### Supply network, run 1

Scale bar: 20 um. Pins as bars on the die edge. Tap cells in grey.
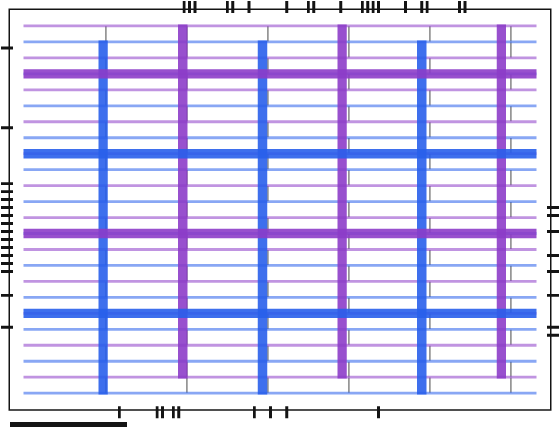
### Cell classes on the final placement, run 1

Scale bar: 20 um.
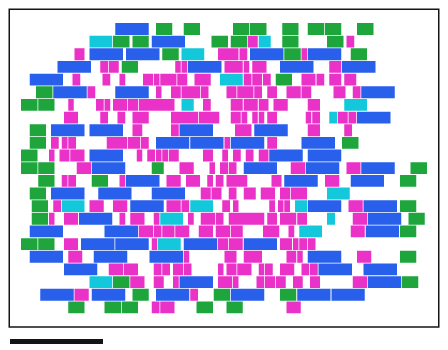
### Clock wires, drivers and flops, run 1

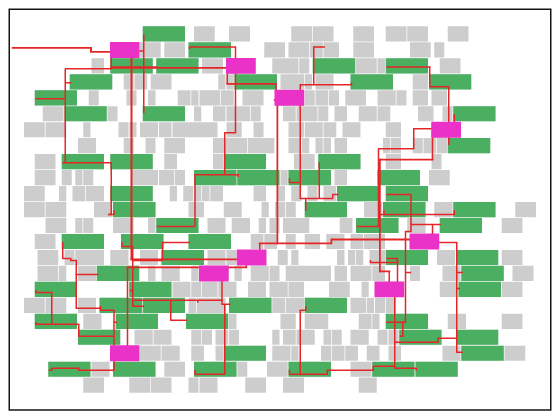
### Metal layers overlaid, run 1

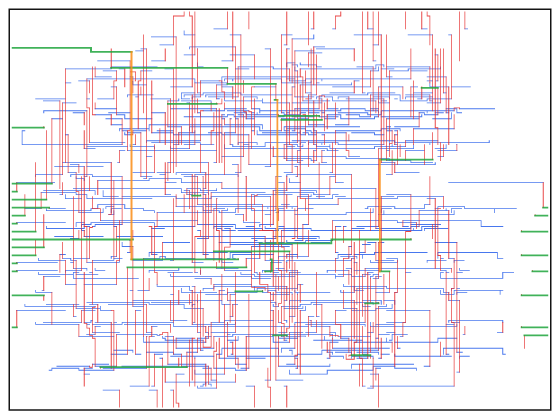
$ cat src/rtl/pcie_tb_pkg.sv
// Shared types and constants for the physical-layer checker result stage.
package pcie_tb_pkg;

    typedef enum logic [1:0] {
        IDLE = 2'd0,
        RUN  = 2'd1,
        DONE = 2'd2
    } state_t;

    localparam int unsigned DEF_CNT_W = 16;
    localparam logic [DEF_CNT_W-1:0] CNT_MAX = {DEF_CNT_W{1'b1}};

endpackage

$ cat src/rtl/sat_counter.sv
// Up-counter that sticks at its all-ones value; used for the error tally.
module sat_counter #(
    parameter int unsigned CNT_W = 16
) (
    input  logic             clk,
    input  logic             reset,
    input  logic             clear,
    input  logic             inc,
    output logic [CNT_W-1:0] value
);

    localparam logic [CNT_W-1:0] MAX = {CNT_W{1'b1}};

    always_ff @(posedge clk) begin
        if (reset || clear) begin
            value <= '0;
        end else if (inc && (value != MAX)) begin
            value <= value + CNT_W'(1);
        end
    end

endmodule

$ cat src/rtl/checker_scoreboard.sv
// Aggregates upstream mismatch flags over a window of valid samples and
// produces a registered pass/fail verdict with first-error capture.
module checker_scoreboard
    import pcie_tb_pkg::*;
#(
    parameter int unsigned NUM_CHK = 4,
    parameter int unsigned CNT_W   = 16,
    parameter int unsigned WINDOW  = 256
) (
    input  logic               clk,
    input  logic               reset,
    input  logic               start,
    input  logic               valid,
    input  logic [NUM_CHK-1:0] mismatch,
    output logic               busy,
    output logic               done,
    output logic               pass,
    output logic               fail,
    output logic [CNT_W-1:0]   err_count,
    output logic [NUM_CHK-1:0] err_mask,
    output logic [CNT_W-1:0]   first_err_idx,
    output logic [NUM_CHK-1:0] first_err_chk
);

    localparam logic [CNT_W-1:0] LAST_IDX = CNT_W'(WINDOW - 1);

    state_t             state;
    state_t             state_nxt;
    logic [CNT_W-1:0]   sample_idx;
    logic [CNT_W-1:0]   sample_idx_nxt;
    logic               seen;
    logic               seen_nxt;
    logic [NUM_CHK-1:0] err_mask_nxt;
    logic [CNT_W-1:0]   first_err_idx_nxt;
    logic [NUM_CHK-1:0] first_err_chk_nxt;
    logic               clear;
    logic               inc;

    // Next-state and next-statistics logic
    always_comb begin
        state_nxt         = state;
        sample_idx_nxt    = sample_idx;
        seen_nxt          = seen;
        err_mask_nxt      = err_mask;
        first_err_idx_nxt = first_err_idx;
        first_err_chk_nxt = first_err_chk;
        clear             = 1'b0;
        inc               = 1'b0;
        case (state)
            IDLE, DONE: begin
                if (start) begin
                    state_nxt         = RUN;
                    clear             = 1'b1;
                    sample_idx_nxt    = '0;
                    seen_nxt          = 1'b0;
                    err_mask_nxt      = '0;
                    first_err_idx_nxt = '0;
                    first_err_chk_nxt = '0;
                end
            end
            RUN: begin
                if (valid) begin
                    sample_idx_nxt = sample_idx + CNT_W'(1);
                    err_mask_nxt   = err_mask | mismatch;
                    if (|mismatch) begin
                        inc = 1'b1;
                        if (!seen) begin
                            seen_nxt          = 1'b1;
                            first_err_idx_nxt = sample_idx;
                            first_err_chk_nxt = mismatch;
                        end
                    end
                    if (sample_idx == LAST_IDX) begin
                        state_nxt = DONE;
                    end
                end
            end
            default: state_nxt = IDLE;
        endcase
    end

    // Verdict flags are decoded from the next state so they change on the same edge as the FSM
    always_ff @(posedge clk) begin
        if (reset) begin
            state         <= IDLE;
            sample_idx    <= '0;
            seen          <= 1'b0;
            err_mask      <= '0;
            first_err_idx <= '0;
            first_err_chk <= '0;
            busy          <= 1'b0;
            done          <= 1'b0;
            pass          <= 1'b0;
            fail          <= 1'b0;
        end else begin
            state         <= state_nxt;
            sample_idx    <= sample_idx_nxt;
            seen          <= seen_nxt;
            err_mask      <= err_mask_nxt;
            first_err_idx <= first_err_idx_nxt;
            first_err_chk <= first_err_chk_nxt;
            busy          <= (state_nxt == RUN);
            done          <= (state_nxt == DONE);
            pass          <= (state_nxt == DONE) && !seen_nxt;
            fail          <= (state_nxt == DONE) && seen_nxt;
        end
    end

    sat_counter #(
        .CNT_W(CNT_W)
    ) u_err_cnt (
        .clk  (clk),
        .reset(reset),
        .clear(clear),
        .inc  (inc),
        .value(err_count)
    );

endmodule

$ cat config.mk
export PLATFORM = sky130hd
export DESIGN_NAME = checker_scoreboard
export DESIGN_NICKNAME = d
export VERILOG_FILES = /design/src/rtl/pcie_tb_pkg.sv /design/src/rtl/sat_counter.sv /design/src/rtl/checker_scoreboard.sv
export SDC_FILE = /design/constraint.sdc
export NUM_CORES = 1
export LEC_CHECK = 0
export CORE_AREA = 2 2 90 66
export CTS_BUF_LIST = sky130_fd_sc_hd__clkbuf_4 sky130_fd_sc_hd__clkbuf_8 sky130_fd_sc_hd__clkbuf_16
export DETAILED_ROUTE_END_ITERATION = 7
export DIE_AREA = 0 0 92 68
export PLACE_DENSITY = 0.76
export SETUP_SLACK_MARGIN = 0.02
export SYNTH_ARGS = -nofsm -noshare
export SYNTH_HDL_FRONTEND = slang
export SYNTH_HIERARCHICAL = 1
export SYNTH_SLANG_ARGS = --single-unit
$ cat constraint.sdc
create_clock -name clk -period 7.2 [get_ports clk]
set_input_delay 2.16 -clock clk [delete_from_list [all_inputs] [get_ports clk]]
set_output_delay 2.16 -clock clk [all_outputs]
set_load 0.05 [all_outputs]
==> results.ini, run 1 <==
[setup_path]
criticalPathCategory = input port to flop
crit_start = valid
slowest_stage = nor2_1
worstReg2RegEnd = u_err_cnt/value[14]$_SDFFE_PP0P_
crit_chain = clkdlybuf4s50_1, nand3b_1, nor2_1, nand4_1, a41o_1, or3_1, a21oi_1
crit_fanout = 13

[logic_synthesis]
syn_inst = 273
synth.cellmix.simpleShare_pct = 23.5
synthAoiAreaFrac_pct = 20.8
top_logic_kind = simple AND/OR/NAND/NOR gates
yosys.area.top_type = dfxtp_1
ys_chip_area_um2 = 2630
syn_avg_cell_area_um2 = 9.62
topCellsByArea = dfxtp_1, a22o_1, a21oi_1

[final_timing]
setup_ws_ps = 2860
finalClockSkew_ps = 4.44

[route]
drt-initial-drc-count = 216
wl_met3_um = 289
drtPass1Iterations = 4

[global_route]
grt_pass1_wl_um = 10100
overflow = 0
grt_use_met2_pct = 30.9
grt_pass1_vias = 2053
antenna_found_initial = 0
grt_max_degree = 21

[placement]
gp_congestion = 0.849
place_ws_ps = 2580
dp.cells = 388

[worst_hold_path]
hp-class = flop to flop

[pwr]
total_power_w = 0.000683
p_sw_w = 0.000174

[clock_tree]
cts_resized = 0
cts_setup_buffers = 0
root_buffer = clkbuf_8
clk_pin_slew_ps = 70

[cells_and_area]
drive_above_1_share_pct = 8.51
layout.nets = 334
layout.cells.non_filler = 404

[status]
outcome = completed

About 'Supply network':
- purple: VDD
- blue: VSS
- met5 straps: 4
- met1 rails: 24
- tap cells: 75
Worst IR Drop VDD: 0.000111 V
Placeable Area: 5470 um2
Die Y: 68 um
die width: 92 um

About 'Cell classes on the final placement':
- magenta: combinational and other logic (cells 198; share of their area 40%)
- green: remaining buffers and delay cells (cells 52; share of their area 16%)
- cyan: clock drivers and dummy loads (cells 16; share of their area 5.6%)
- blue: sequential cells (cells 63; share of their area 39%)
Post-Layout Inst Area: 3370 um2
sequential share of cell area: 37.4%
Placement Rows: 23

About 'Clock wires, drivers and flops':
- green: flip-flops (count 63)
- red: clock wires (length 795 um)
- magenta: clock drivers (count 9)
- flops lie: all over the die
- routed clock nets: 10
clock-net power: 0.000281 W
clock share of power: 41.2%
clk_lat worst skew: 340 ps

About 'Metal layers overlaid':
- blue: metal 1 (wire length 3200 um)
- red: metal 2 (wire length 2620 um)
- orange: metal 4 (wire length 78.9 um)
- green: metal 3 (wire length 289 um)
GRT Overall Usage: 21.3%
Detailed Route WL: 6190 um
Vias: 2274
routed wire length per instance: 15.3 um

run 1: final cells by class:
cell class                      instances  area (um2)
Fill cell                             469        2100
Multi-Input combinational cell        194        1300
Sequential cell                        63        1260
Timing Repair Buffer                   52         518
Clock buffer                           11         151
Tap cell                               75        93.8
Clock inverter                          5        32.5
Inverter                                4        15.0
run 1: registers in the layout, summed over array words and instances (netlist names), 2 cells and up:
| name | flops |
|---|---|
| first_err_idx | 16 |
| first_err_chk | 4 |
| sample_idx | 16 |
| u_err_cnt/value | 16 |
| err_mask | 4 |
| state | 2 |
run 1: cell usage in the layout, fill, tap and decap left out, types with 2 or more instances in the layout:
| cell type | synthesis | layout |
|---|---|---|
| a2111oi_0 | 2 | 2 |
| a211oi_1 | 3 | 3 |
| a21oi_1 | 23 | 23 |
| a22o_1 | 20 | 20 |
| a311oi_1 | 2 | 2 |
| a31o_2 | 2 | 2 |
| a31oi_1 | 3 | 3 |
| a41o_1 | 4 | 4 |
| and2_1 | 4 | 4 |
| and4_1 | 5 | 5 |
| clkbuf_8 | 0 | 11 |
| clkdlybuf4s50_1 | 0 | 51 |
| clkinv_2 | 0 | 2 |
| clkinvlp_4 | 0 | 3 |
| dfxtp_1 | 63 | 63 |
| ha_1 | 2 | 2 |
| inv_1 | 4 | 4 |
| mux2i_1 | 2 | 2 |
| nand2_1 | 13 | 13 |
| nand2b_1 | 2 | 2 |
| nand3_1 | 13 | 13 |
| nand4_1 | 9 | 9 |
| nor2_1 | 24 | 24 |
| nor2b_1 | 3 | 3 |
| nor4_1 | 2 | 2 |
| o21ai_0 | 10 | 10 |
| o31ai_1 | 3 | 3 |
| or3_1 | 11 | 11 |
| or4_1 | 3 | 3 |
| or4_4 | 2 | 2 |
| xnor2_1 | 7 | 7 |
| xor2_1 | 3 | 3 |
### Routing congestion, run 1

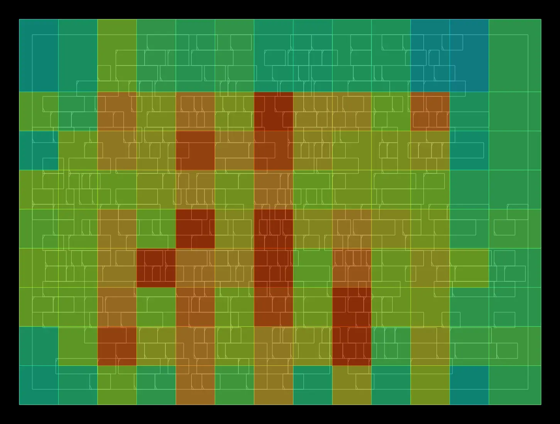

==> run 2: changes to the inputs <==
- clock period: 7.2 -> 4.3 ns (I/O delays scaled with it)
### Routing congestion, run 2

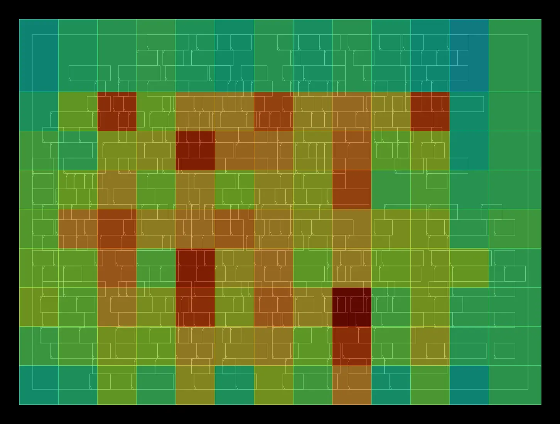
routing usage on met3: 6.50%
met2 Use GR: 28.5%
routed wire length per instance: 14.8 um
GRT Overall Usage: 20.5%

### Cell classes on the final placement, run 2

Scale bar: 20 um.
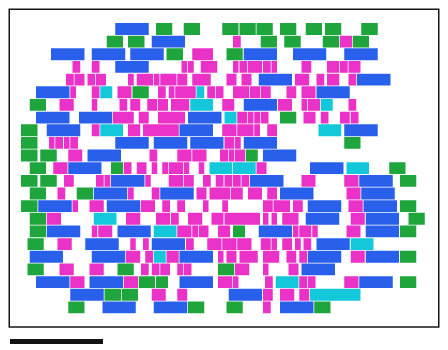
Post-Layout Inst Area: 3410 um2
sequential share of cell area: 37.0%
Final Core Density: 62.4%

### Clock wires, drivers and flops, run 2

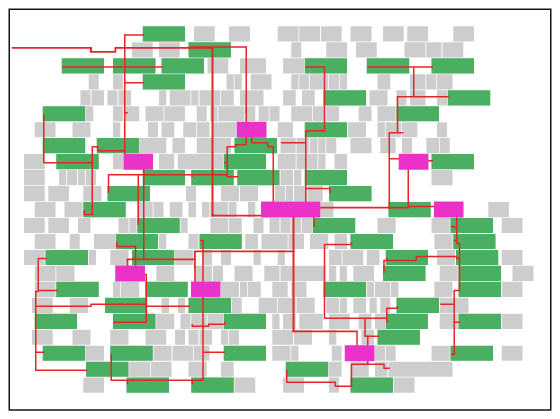
clk_lat worst skew: 330 ps
worst-case clock skew: 7.18 ps
clock share of power: 43.2%
clock-net power: 0.000512 W

==> run 2 against run 1 <==
  * Worst setup slack lost 1800 ps
  * Combinational power grew 72%
  * Highest routed layer unchanged
  * Hold slack lost 0.77 ps
  * Register-to-register slack lost 2600 ps
  * Die size is the same
  * Cell count grew 0.74%
  * Count of clock-buffer cells in the layout is the same
  * Clock power grew 82%
  * Final area grew 1.2%
  * Critical path depth grew 1
==> results.ini, run 2 <==
[status]
outcome = completed

[global_route]
grt_pass1_wl_um = 9890  ; -2.5%
grt_pass1_vias = 2069  ; +0.78%
overflow = 0  ; unchanged

[route]
drt-initial-drc-count = 256  ; +19%
vias = 2296  ; +0.97%
drtPass1Iterations = 4  ; unchanged
routed_wl_um = 6010  ; -2.9%

[clock_tree]
cts_resized = 0  ; unchanged
root_buffer = clkbuf_8
clk_pin_slew_ps = 60  ; about the same

[logic_synthesis]
topCellsByArea = dfxtp_1, a22o_1, a21oi_1
synth.cellmix.simpleShare_pct = 23.5  ; unchanged
syn_inst = 273  ; unchanged
top_logic_kind = simple AND/OR/NAND/NOR gates
syn_avg_cell_area_um2 = 9.62  ; unchanged
ys_chip_area_um2 = 2630  ; unchanged
yosys.area.top_type = dfxtp_1

[setup_path]
worstReg2RegEnd = u_err_cnt/value[10]$_SDFFE_PP0P_
crit_fanout = 13  ; unchanged
crit_chain = clkdlybuf4s50_1, nand3b_1, buf_4, nor2_1, nand4_1, a211oi_1, a31oi_1, a41o_1
crit_start = valid
criticalPathCategory = input port to flop
slowest_stage = clkdlybuf4s50_1

[worst_hold_path]
hp-class = flop to flop
whs_endpoint = first_err_idx[10]$_SDFFE_PP0P_

[cells_and_area]
mostFrequentLayoutCell = dfxtp_1
layout.nets = 337  ; +0.90%
mostFrequentLayoutCells = dfxtp_1, clkdlybuf4s50_1, nor2_1
drive_above_1_share_pct = 9.34  ; +0.83 points

[pwr]
p_sw_w = 0.000282  ; +62%
total_power_w = 0.00119  ; +74%

[floorplan]
std_cell_rows = 23  ; unchanged
dieHeight_um = 68  ; unchanged
die_w_um = 92  ; unchanged

[placement]
gp_congestion = 0.839  ; -1.1%
place_ws_ps = 777  ; -1810 ps

[final_timing]
setup_viol = 0

-- run 2: cell type report --
type / count / area [um2]
Clock buffer: 11 / 145
Clock inverter: 5 / 57.6
Fill cell: 485 / 2060
Inverter: 4 / 15.0
Multi-Input combinational cell: 194 / 1300
Sequential cell: 63 / 1260
Tap cell: 75 / 93.8
Timing Repair Buffer: 55 / 541
-- run 2: power groups by stage --
stage	clock, W	combinational [W]	sequential (W)
after global routing	0.000554	0.0000869	0.000595
after floorplan	0	0.0000370	0.000623
after detailed placement	0	0.0000795	0.000608
after global placement	0	0.0000787	0.000608
final	0.000512	0.0000800	0.000595
after CTS	0.000522	0.0000802	0.000595
-- run 2: logic make-up (layout without fill, tap and decap cells) --
| logic type | count (synthesis) | in the layout |
|---|---|---|
| adders and majority gates | 2 | 2 |
| AOI/OAI and AO/OA | 77 | 77 |
| muxes | 2 | 2 |
| DFF | 63 | 63 |
| buffers and inverters | 16 | 75 |
| and+or+nand+nor | 103 | 103 |
| xor gates and xnor gates | 10 | 10 |
-- run 2: layer usage --
metal | global-route usage [%] | vias up
met5 | 0 | -
met4 | 9.14 | 0
met3 | 6.50 | 7
met2 | 28.5 | 74
met1 | 29.2 | 1071
li1 | - | 1144
-- run 2: through the flow --
step	instances	instance area (um2)	util (%)
finish	407	3410	62.4
global route	407	3410	62.4
CTS	407	3410	62.4
detailed placement	391	3210	58.6
global placement	391	3210	58.6
floorplan	273	2630	-
-- run 2: worst max-delay path: cells and delay by family --
family,cells,cell delay (ps)
buffers and inverters,2,670
AND-OR/OR-AND,3,780
AND/OR/NAND/NOR,3,700
Power and IR drop assume default switching activity.
